$ cat src/rtl/alu_mc.sv
// alu_mc: multi-cycle EX-stage ALU with a valid/ready handshake.
// Single-cycle ops (logic, add/sub, shifts, compares, pass) return their
// result one cycle after accept. MUL/MULHU/DIVU/REMU iterate one bit per
// cycle over a shared 2*WIDTH accumulator and return after WIDTH+1 cycles.
// Ports:
//   clk, rst_n          clock (rising edge), async active-low reset
//   valid_in, ready     request handshake; accept = valid_in && ready
//   kill                aborts an op that is already BUSY
//   control             opcode, sampled at accept
//   entrada0, entrada1  operands A and B, sampled at accept
//   valid_out           one-cycle pulse when saida/zero carry a new result
//   saida, zero         registered result and (result == 0), held until replaced
module alu_mc #(
  parameter int unsigned WIDTH = 32
) (
  input  logic             clk,
  input  logic             rst_n,
  input  logic             valid_in,
  input  logic             kill,
  input  logic [3:0]       control,
  input  logic [WIDTH-1:0] entrada0,
  input  logic [WIDTH-1:0] entrada1,
  output logic             ready,
  output logic             valid_out,
  output logic [WIDTH-1:0] saida,
  output logic             zero
);

  localparam int unsigned SHW = $clog2(WIDTH);
  localparam int unsigned AW  = 2 * WIDTH;

  localparam logic [1:0] S_IDLE = 2'd0;
  localparam logic [1:0] S_BUSY = 2'd1;
  localparam logic [1:0] S_DONE = 2'd2;

  logic [1:0]       state_q, state_d;
  logic [SHW-1:0]   cnt_q, cnt_d;
  logic [AW-1:0]    acc_q, acc_d;
  logic [WIDTH-1:0] op_q, op_d;
  // sel[1]: divide (else multiply); sel[0]: take upper accumulator half
  logic [1:0]       sel_q, sel_d;
  logic [WIDTH-1:0] saida_q, saida_d;
  logic             zero_q, zero_d;
  logic             valid_q, valid_d;
  logic             ready_q, ready_d;

  logic [WIDTH-1:0] alu_res_c;
  logic [SHW-1:0]   shamt_c;
  logic             is_multi_c;
  logic             accept_c;

  logic [WIDTH:0]   mul_sum_c;
  logic [WIDTH:0]   rem_sh_c;
  logic             div_ge_c;
  logic [WIDTH-1:0] rem_new_c;
  logic [AW-1:0]    step_c;
  logic [WIDTH-1:0] step_res_c;

  // Single-cycle result, computed straight from the request operands
  always_comb begin
    shamt_c   = entrada1[SHW-1:0];
    alu_res_c = entrada0;
    case (control)
      4'b0000: alu_res_c = entrada0 & entrada1;
      4'b0001: alu_res_c = entrada0 | entrada1;
      4'b0010: alu_res_c = entrada0 + entrada1;
      4'b0011: alu_res_c = entrada0 ^ entrada1;
      4'b0100: alu_res_c = entrada0 << shamt_c;
      4'b0101: alu_res_c = entrada0 >> shamt_c;
      4'b0110: alu_res_c = entrada0 - entrada1;
      4'b0111: alu_res_c = WIDTH'($signed(entrada0) >>> shamt_c);
      4'b1000: alu_res_c = {{(WIDTH-1){1'b0}}, ($signed(entrada0) < $signed(entrada1))};
      4'b1001: alu_res_c = {{(WIDTH-1){1'b0}}, (entrada0 < entrada1)};
      default: alu_res_c = entrada0;
    endcase
  end

  // 1010 MUL, 1011 MULHU, 1100 DIVU, 1101 REMU
  assign is_multi_c = control[3] & (control[2] ^ control[1]);
  assign accept_c   = valid_in & (state_q != S_BUSY);

  // One iteration step. Multiply: acc = {hi, multiplier}, add A into hi
  // when the current multiplier bit is set, then shift right.
  // Divide: acc = {remainder, dividend}, restoring shift-subtract. A zero
  // divisor naturally yields quotient all-ones and remainder = dividend.
  always_comb begin
    mul_sum_c = {1'b0, acc_q[AW-1:WIDTH]} + (acc_q[0] ? {1'b0, op_q} : {(WIDTH+1){1'b0}});
    rem_sh_c  = {acc_q[AW-1:WIDTH], acc_q[WIDTH-1]};
    div_ge_c  = (rem_sh_c >= {1'b0, op_q});
    rem_new_c = div_ge_c ? WIDTH'(rem_sh_c - {1'b0, op_q}) : rem_sh_c[WIDTH-1:0];
    if (sel_q[1]) begin
      step_c = {rem_new_c, acc_q[WIDTH-2:0], div_ge_c};
    end else begin
      step_c = {mul_sum_c, acc_q[WIDTH-1:1]};
    end
    step_res_c = sel_q[0] ? step_c[AW-1:WIDTH] : step_c[WIDTH-1:0];
  end

  // Next-state and next-output logic
  always_comb begin
    state_d = state_q;
    cnt_d   = cnt_q;
    acc_d   = acc_q;
    op_d    = op_q;
    sel_d   = sel_q;
    saida_d = saida_q;
    zero_d  = zero_q;
    valid_d = 1'b0;

    case (state_q)
      S_BUSY: begin
        if (kill) begin
          state_d = S_IDLE;
        end else begin
          acc_d = step_c;
          if (cnt_q == '0) begin
            state_d = S_DONE;
            saida_d = step_res_c;
            zero_d  = (step_res_c == '0);
            valid_d = 1'b1;
          end else begin
            cnt_d = cnt_q - SHW'(1);
          end
        end
      end
      default: begin
        // IDLE and DONE both accept; DONE->DONE gives back-to-back results
        if (accept_c) begin
          if (is_multi_c) begin
            state_d = S_BUSY;
            cnt_d   = SHW'(WIDTH - 1);
            sel_d   = {control[2], control[0]};
            op_d    = control[2] ? entrada1 : entrada0;
            acc_d   = control[2] ? {{WIDTH{1'b0}}, entrada0} : {{WIDTH{1'b0}}, entrada1};
          end else begin
            state_d = S_DONE;
            saida_d = alu_res_c;
            zero_d  = (alu_res_c == '0);
            valid_d = 1'b1;
          end
        end else begin
          state_d = S_IDLE;
        end
      end
    endcase

    ready_d = (state_d != S_BUSY);
  end

  // State and output registers
  always_ff @(posedge clk or negedge rst_n) begin
    if (!rst_n) begin
      state_q <= S_IDLE;
      cnt_q   <= '0;
      acc_q   <= '0;
      op_q    <= '0;
      sel_q   <= '0;
      saida_q <= '0;
      zero_q  <= 1'b0;
      valid_q <= 1'b0;
      ready_q <= 1'b1;
    end else begin
      state_q <= state_d;
      cnt_q   <= cnt_d;
      acc_q   <= acc_d;
      op_q    <= op_d;
      sel_q   <= sel_d;
      saida_q <= saida_d;
      zero_q  <= zero_d;
      valid_q <= valid_d;
      ready_q <= ready_d;
    end
  end

  assign ready     = ready_q;
  assign valid_out = valid_q;
  assign saida     = saida_q;
  assign zero      = zero_q;

endmodule

$ cat config.mk
export PLATFORM = sky130hd
export DESIGN_NAME = alu_mc
export DESIGN_NICKNAME = d
export VERILOG_FILES = /design/src/rtl/alu_mc.sv
export SDC_FILE = /design/constraint.sdc
export NUM_CORES = 1
export LEC_CHECK = 0
export CAP_MARGIN = 20
export CELL_PAD_IN_SITES_DETAIL_PLACEMENT = 1
export CELL_PAD_IN_SITES_GLOBAL_PLACEMENT = 1
export CORE_ASPECT_RATIO = 0.9
export CORE_UTILIZATION = 31
export CTS_CLUSTER_DIAMETER = 60
export DETAILED_ROUTE_END_ITERATION = 8
export PLACE_DENSITY = 0.67
export SLEW_MARGIN = 0
export SYNTH_ARGS = -nofsm -noshare
export SYNTH_HDL_FRONTEND = slang
export SYNTH_SLANG_ARGS = --single-unit
export TNS_END_PERCENT = 50
$ cat constraint.sdc
create_clock -name clk -period 7.4 [get_ports clk]
set_input_delay 2.22 -clock clk [delete_from_list [all_inputs] [get_ports clk]]
set_output_delay 2.22 -clock clk [all_outputs]
set_load 0.005 [all_outputs]
Run 1, power grid:
Pins as bars on the die edge.
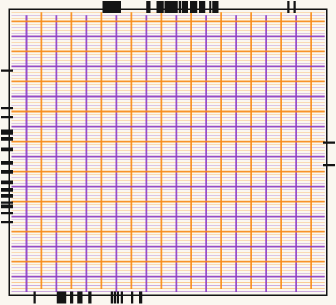
legend:
  VDD:
    color: orange
  VSS:
    color: purple
rows: 93
met1 rails: 94
met4 straps: 20
signal pins: 107

Run 1, cell classes on the final placement:
The bar under the picture is 100 um long.
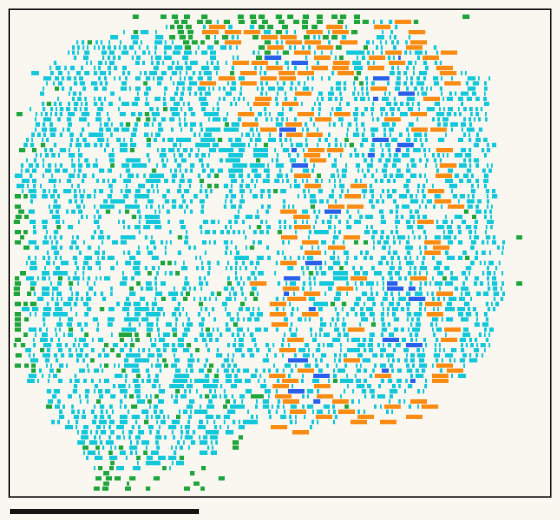
legend:
  clock drivers and dummy loads:
    color: blue
    cells: 31
    share_of_their_area: 2.4%
  flops:
    color: orange
    cells: 140
    share_of_their_area: 14%
  combinational and other logic:
    color: cyan
    cells: 2741
    share_of_their_area: 74%
  other buffers and delay cells:
    color: green
    cells: 250
    share_of_their_area: 8.8%
Seq area share: 0.1374
Design Area, Final: 25540 sq um
row count: 93

Run 1, clock distribution:
The bar under the picture is 100 um long.
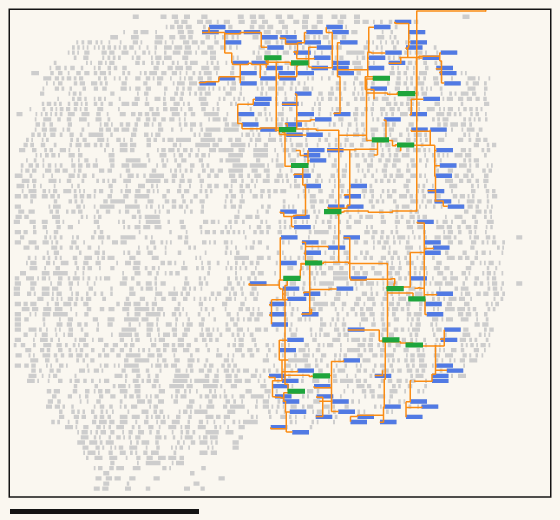
legend:
  flip-flops:
    color: blue
    count: 140
  clock wires:
    color: orange
    length: 2300 um
  clock drivers:
    color: green
    count: 17
routed clock nets: 18

==> flow_summary.json, run 1 <==
{
  "pwr-share-seq": 0.203,
  "grt_pass1_vias": 25140,
  "critical_path_cell_count": 19,
  "portBuffers": 106,
  "clock_sinks": 140,
  "finalWeightedCongestion": 1.075,
  "drt_iter0_markers": 2809,
  "crit_chain": "clkdlybuf4s50_1, ha_1, inv_1, fa_1, nor2b_1, o2111ai_1, a211oi_1, buf_4, o21ba_2, nor2_1, o32ai_1, a22oi_1, buf_4, a2111oi_0, nand4_1, nor4_1, buf_4, nand2_1, nand3_1",
  "cp_common_cell": "buf_4",
  "antenna_found_initial": 8,
  "comb_share": 0.6837,
  "final_cell_mix": "nand2_1 (356), o21ai_0 (290), nor2_1 (284)",
  "fmax_ghz": 0.1526,
  "num-clock-buffers": 17,
  "powerDensity_nw_per_um2": 243.9,
  "internal_power_uw": 2929,
  "reg2reg_slack_ns": 1.89,
  "crit_family": "AND-OR/OR-AND gates",
  "mappedNetlistArea_sq_um": 22560,
  "logic_area_sq_um": 17460,
  "diodes": 1,
  "grt_max_degree": 83,
  "top_area_cell_class": "combinational gates",
  "flop-count": 140,
  "p_switching_uw": 3302,
  "synth-main-ff-cell": "dfrtp_1",
  "swShare": 0.5299,
  "status": "completed",
  "cp-end-kind": "register",
  "r2r-start": "acc_q[58]",
  "startpoint": "entrada0[0]",
  "pwr-share-clk": 0.142,
  "ys_warn_count": 0,
  "track_usage": 0.3105,
  "cpPeakStageDelay_ns": 0.68,
  "buffer_area_frac": 0.08410,
  "seq_power_uw": 1270,
  "cts_setup_buffers": 0,
  "fp.coreArea_sq_um": 71800,
  "seq_area_sq_um": 3510,
  "buffers": 250,
  "overflow": 0,
  "nNonClkInverters": 173,
  "ys_chip_area_sq_um": 22560,
  "min_path_cells": 2,
  "tightest_slew_ns": 1.239,
  "path_buffers": 5,
  "fin_hold_ws_ns": 0.4788,
  "top_power_group": "combinational logic",
  "syn2layout_area_growth_pct": 13.25,
  "rsz0062_at_grt": "no",
  "route.detailed.drc": 0,
  "drv_slew": 0,
  "drt_wl_total_um": 116800,
  "yosys.stat.seqShare": 0.1554,
  "numCtsBuffers": 17,
  "ys_top_logic_family": "AND-OR/OR-AND gates",
  "slowest_stage": "clkdlybuf4s50_1",
  "wl_per_cell_um": 28.40,
  "synthCells": 3143,
  "fillCellCount": 8887,
  "synthMuxAreaShare": 0.1352,
  "fp.dieH_um": 257.9,
  "lay_top_count": "nand2_1",
  "relSlewSlack": 0.1740,
  "combinationalPower_uw": 4080,
  "cts_tree": "done",
  "ys_ff": 140,
  "crit_arrival_ns": 6.95,
  "finalNonFillerCells": 4113,
  "worstReg2RegEnd": "zero",
  "place_inst": 4081,
  "crit_type": "input pin to register",
  "drv_cap": 0,
  "finalSetupViolations": 0,
  "synth_top_cell_by_area": "dfrtp_1",
  "pg_clk_uw": 883,
  "clk_share": 0.02278,
  "postSynthAreaPerCell_sq_um": 7.176,
  "postCtsHoldBufs": 0,
  "cts.clk_slew.worst_paths_ns": 0.07,
  "area_leaders": "dfrtp_1 (15%), ha_1 (9.4%), mux2i_1 (6.6%), o21ai_0 (6.4%), nand2_1 (5.9%)",
  "async_reset_ff_frac": 1.000,
  "crit_end": "zero",
  "power.total_uw": 6231,
  "aoi_share": 0.2994,
  "worstSkewPairLatency_ns": 0.46
}
[run 1: per-stage QoR]
| stage | setup WS, ns | area [sq um] |
|---|---|---|
| 5_1_grt | 0.6949 | 25540 |
| 2_1_floorplan | 0.6048 | 22560 |
| 3_5_place_dp | 0.5254 | 24960 |
| 6_report | 0.8478 | 25540 |
| 3_3_place_gp | 0.5548 | 24960 |
| 4_1_cts | 1.002 | 25540 |
[run 1: metal layers]
| layer | wire length, um | global-route usage |
|---|---|---|
| met1 | 49600 | 0.4220 |
| met4 | 5727 | 0.1398 |
| met2 | 50880 | 0.4752 |
| met5 | 94 | 0 |
| met3 | 10520 | 0.05760 |
[run 1: flip-flops by register name, summed over array words and instances (netlist names)]
name,cells
saida,32
acc_q,64
ready,1
op_q,32
cnt_q,5
sel_q,2
zero,1
valid_out,1
state_q,2
==> run 1 -> run 2 <==
--- a/config.mk
+++ b/config.mk
@@ -10,8 +10,10 @@
 export CELL_PAD_IN_SITES_GLOBAL_PLACEMENT = 1
 export CORE_ASPECT_RATIO = 0.9
 export CORE_UTILIZATION = 31
+export CTS_BUF_LIST = sky130_fd_sc_hd__clkbuf_16
 export CTS_CLUSTER_DIAMETER = 60
 export DETAILED_ROUTE_END_ITERATION = 8
+export GPL_TIMING_DRIVEN = 0
 export PLACE_DENSITY = 0.67
 export SLEW_MARGIN = 0
 export SYNTH_ARGS = -nofsm -noshare
==> flow_summary.json, run 2 <==
{
  "worstReg2RegEnd": "zero",
  "cts.path.max_buffers": 2,
  "warnings": 98,
  "ys_warn_count": 0,
  "violations": "negative setup slack",
  "ys_top_logic_family": "AND-OR/OR-AND gates",
  "swShare": 0.5547,
  "clk_share": 0.02384,
  "largest_register": "acc_q",
  "comb_cells": 2568,
  "reg2reg_slack_ns": 1.28,
  "fin_crit_ns": 7.479,
  "fin_hold_ws_ns": 0.4997,
  "die_x_um": 286.3,
  "fp_nets": 3388,
  "min_from": "saida[11]",
  "h-tree-depth": 4,
  "layout_setup_ws_ns": -0.07937,
  "route.detailed.drc": 0,
  "core_util_floorplan": 0.3142,
  "fmax_ghz": 0.1337,
  "synth-adder-area-share": 0.09730,
  "fp.coreArea_sq_um": 71800,
  "dp_hpwl_um": 126600,
  "min_path_cells": 2,
  "final_cell_mix": "nand2_1 (356), o21ai_0 (285), nor2_1 (284)",
  "fin_crit_sh": 1.011,
  "crit_type": "input pin to register",
  "ir_drop_uv": 125.4,
  "hold_viol_final": 0,
  "cp_data_required_time_ns": 7.81,
  "top_area_frac": 0.1542,
  "buffer_area_frac": 0.08864,
  "yosys.stat.seqShare": 0.1554,
  "cts_tree": "done",
  "place_inst": 4210,
  "drv_cap": 0,
  "portBuffers": 105,
  "synth_top_cell_by_area": "dfrtp_1",
  "tightest_slew_ns": 1.266,
  "worstSkewPairLatency_ns": 0.47,
  "simple_gate_share": 0.2132,
  "overflow": 0,
  "async_reset_ff_frac": 1.000,
  "ys_cells": 3143,
  "nNonClkInverters": 173,
  "drive_gt1_frac": 0.07284,
  "seq_area_frac": 0.1357,
  "finalNonFillerCells": 4246,
  "cp-start-kind": "input pin",
  "postCtsHoldBufs": 0,
  "netlist_top_cells_count": "nand2_1 (356), o21ai_0 (290), nor2_1 (285)",
  "grt_pass1_wl_um": 214300,
  "comb_share": 0.6801,
  "hold_path_class": "register to register",
  "n_tap_cell": 950,
  "cp-end-kind": "register",
  "area_leaders": "dfrtp_1 (15%), ha_1 (9.4%), mux2i_1 (6.6%), o21ai_0 (6.4%), nand2_1 (5.9%)",
  "antenna_found_initial": 4,
  "share_comb_of_total_power": 0.670,
  "p_leak_uw": 0.01074,
  "top_power_group": "combinational logic",
  "path_buffers": 5,
  "powerDensity_nw_per_um2": 256.7,
  "whs_endpoint": "saida[11]",
  "numCtsBuffers": 17,
  "ys_sh_xor": 0.02640,
  "drv_slew": 0,
  "buffers": 382,
  "place_ws_ns": -2.704,
  "diodes": 1,
  "finalWeightedCongestion": 1.065,
  "enable_flop_cells": 0,
  "clock_sinks": 140,
  "cpPeakStageDelay_ns": 0.90,
  "aoi_share": 0.2994,
  "pwr-share-clk": 0.142,
  "crit_chain": "clkdlybuf4s50_1, clkbuf_8, buf_2, clkbuf_1, clkbuf_1, o211ai_1, a21oi_1, nor2_1, a2111oi_0, o211ai_1, a32oi_1, nand4_1, nor4_1, nand2_1, nand3_1",
  "startpoint": "entrada1[2]",
  "power.total_uw": 6627,
  "post_cts_resized": 46,
  "fin_nets": 3527,
  "critical_path_cell_count": 15,
  "io_pins": 107,
  "r2r-start": "acc_q[59]",
  "drt_pass1_iterations": 6,
  "seq_area_sq_um": 3505,
  "skew_ns": 0.02002,
  "dpl_cell_area_sq_um": 24950,
  "combinationalPower_uw": 4440,
  "pwr-share-seq": 0.188,
  "yosysMostFrequentCell": "nand2_1",
  "logic_area_sq_um": 17560,
  "tns_ns": -0.07937,
  "synth_cell_types": 82,
  "drt_iter0_markers": 3025,
  "status": "finished, violations left",
  "seq_power_uw": 1250,
  "cts_root_buf": "clkbuf_16",
  "r2r_cells": 17,
  "cts.clk_slew.worst_paths_ns": 0.08,
  "flop-count": 140,
  "grt_pass1_vias": 27570,
  "fillCellCount": 8946,
  "finalSetupViolations": 1,
  "slowest_stage": "a2111oi_0",
  "ys_ff": 140,
  "drt.antenna.violating_nets": 0,
  "relSlewSlack": 0.1559,
  "viasPerCell": 6.468,
  "fp.dieH_um": 257.9,
  "crit_family": "AND-OR/OR-AND gates",
  "fin_area_sq_um": 25820,
  "synthMuxAreaShare": 0.1352,
  "syn2layout_area_growth_pct": 14.46,
  "synth-main-ff-cell": "dfrtp_1",
  "num-clock-buffers": 17,
  "top_area_cell_class": "combinational gates",
  "ys_chip_area_sq_um": 22560,
  "fin_util": 0.3596,
  "dieArea_sq_um": 73840,
  "postSynthAreaPerCell_sq_um": 7.176,
  "grt_max_degree": 75,
  "largest_reg_flops": 64,
  "row_count": 93,
  "lay_top_count": "nand2_1",
  "p_switching_uw": 3676,
  "pg_clk_uw": 944,
  "synthCells": 3143,
  "crit_arrival_ns": 7.89,
  "internal_power_uw": 2951,
  "mappedNetlistArea_sq_um": 22560,
  "cts_setup_buffers": 2,
  "cp_max_fo": 10,
  "crit_end": "zero"
}
-- run 2: routing by layer --
layer | GRT usage | vias to the layer above | routed length [um]
met5 | 0 | - | 16
met1 | 0.5046 | 13920 | 63030
li1 | - | 11790 | -
met4 | 0.2542 | 2 | 10820
met3 | 0.07429 | 419 | 11320
met2 | 0.6579 | 1335 | 69360
-- run 2: worst reg2reg max path: stages (launching register included) --
cell	delay, ns
dfrtp_1	0.44
ha_1	0.30
clkbuf_1	0.31
nand3_1	0.18
nor3_1	0.59
nand4_1	0.30
nand3_1	0.27
or3_1	0.15
buf_6	0.15
clkbuf_1	0.60
clkbuf_1	0.72
nand2_1	0.17
o211ai_1	0.50
o2111ai_1	0.19
nor4_1	0.31
nand4_1	0.21
or4_1	0.57
nand3_1	0.10
Run 2, cell classes on the final placement:
The bar under the picture is 100 um long.
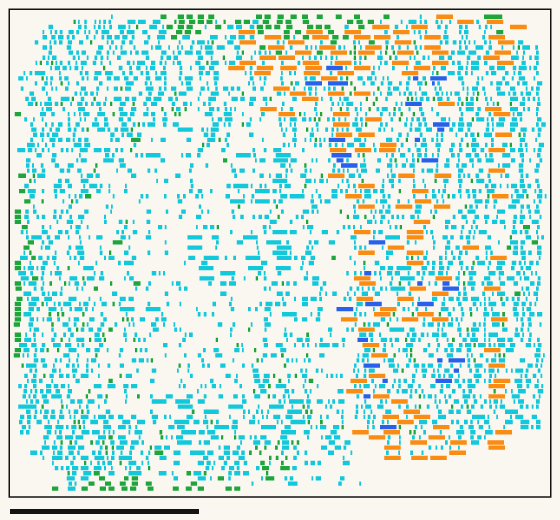
legend:
  other buffers and delay cells:
    color: green
    cells: 382
    share_of_their_area: 9.3%
  flops:
    color: orange
    cells: 140
    share_of_their_area: 14%
  combinational and other logic:
    color: cyan
    cells: 2741
    share_of_their_area: 74%
  clock drivers and dummy loads:
    color: blue
    cells: 32
    share_of_their_area: 2.5%

Run 2, wiring by layer:
Only two layers are drawn.
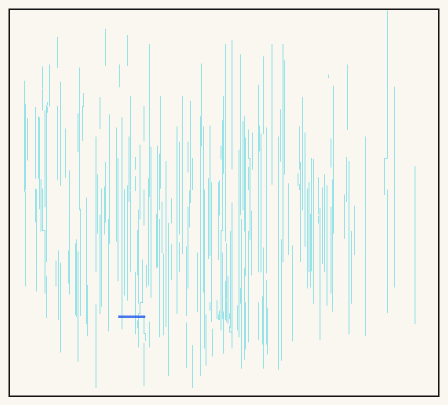
legend:
  metal 5:
    color: blue
    wire_length: 16.6 um
  metal 4:
    color: cyan
    wire_length: 10800 um
WL final: 154500 um
DR vias: 27460
GRT Overall Usage: 0.4087
wire length per cell: 36.40 um

Power and IR drop assume default switching activity.
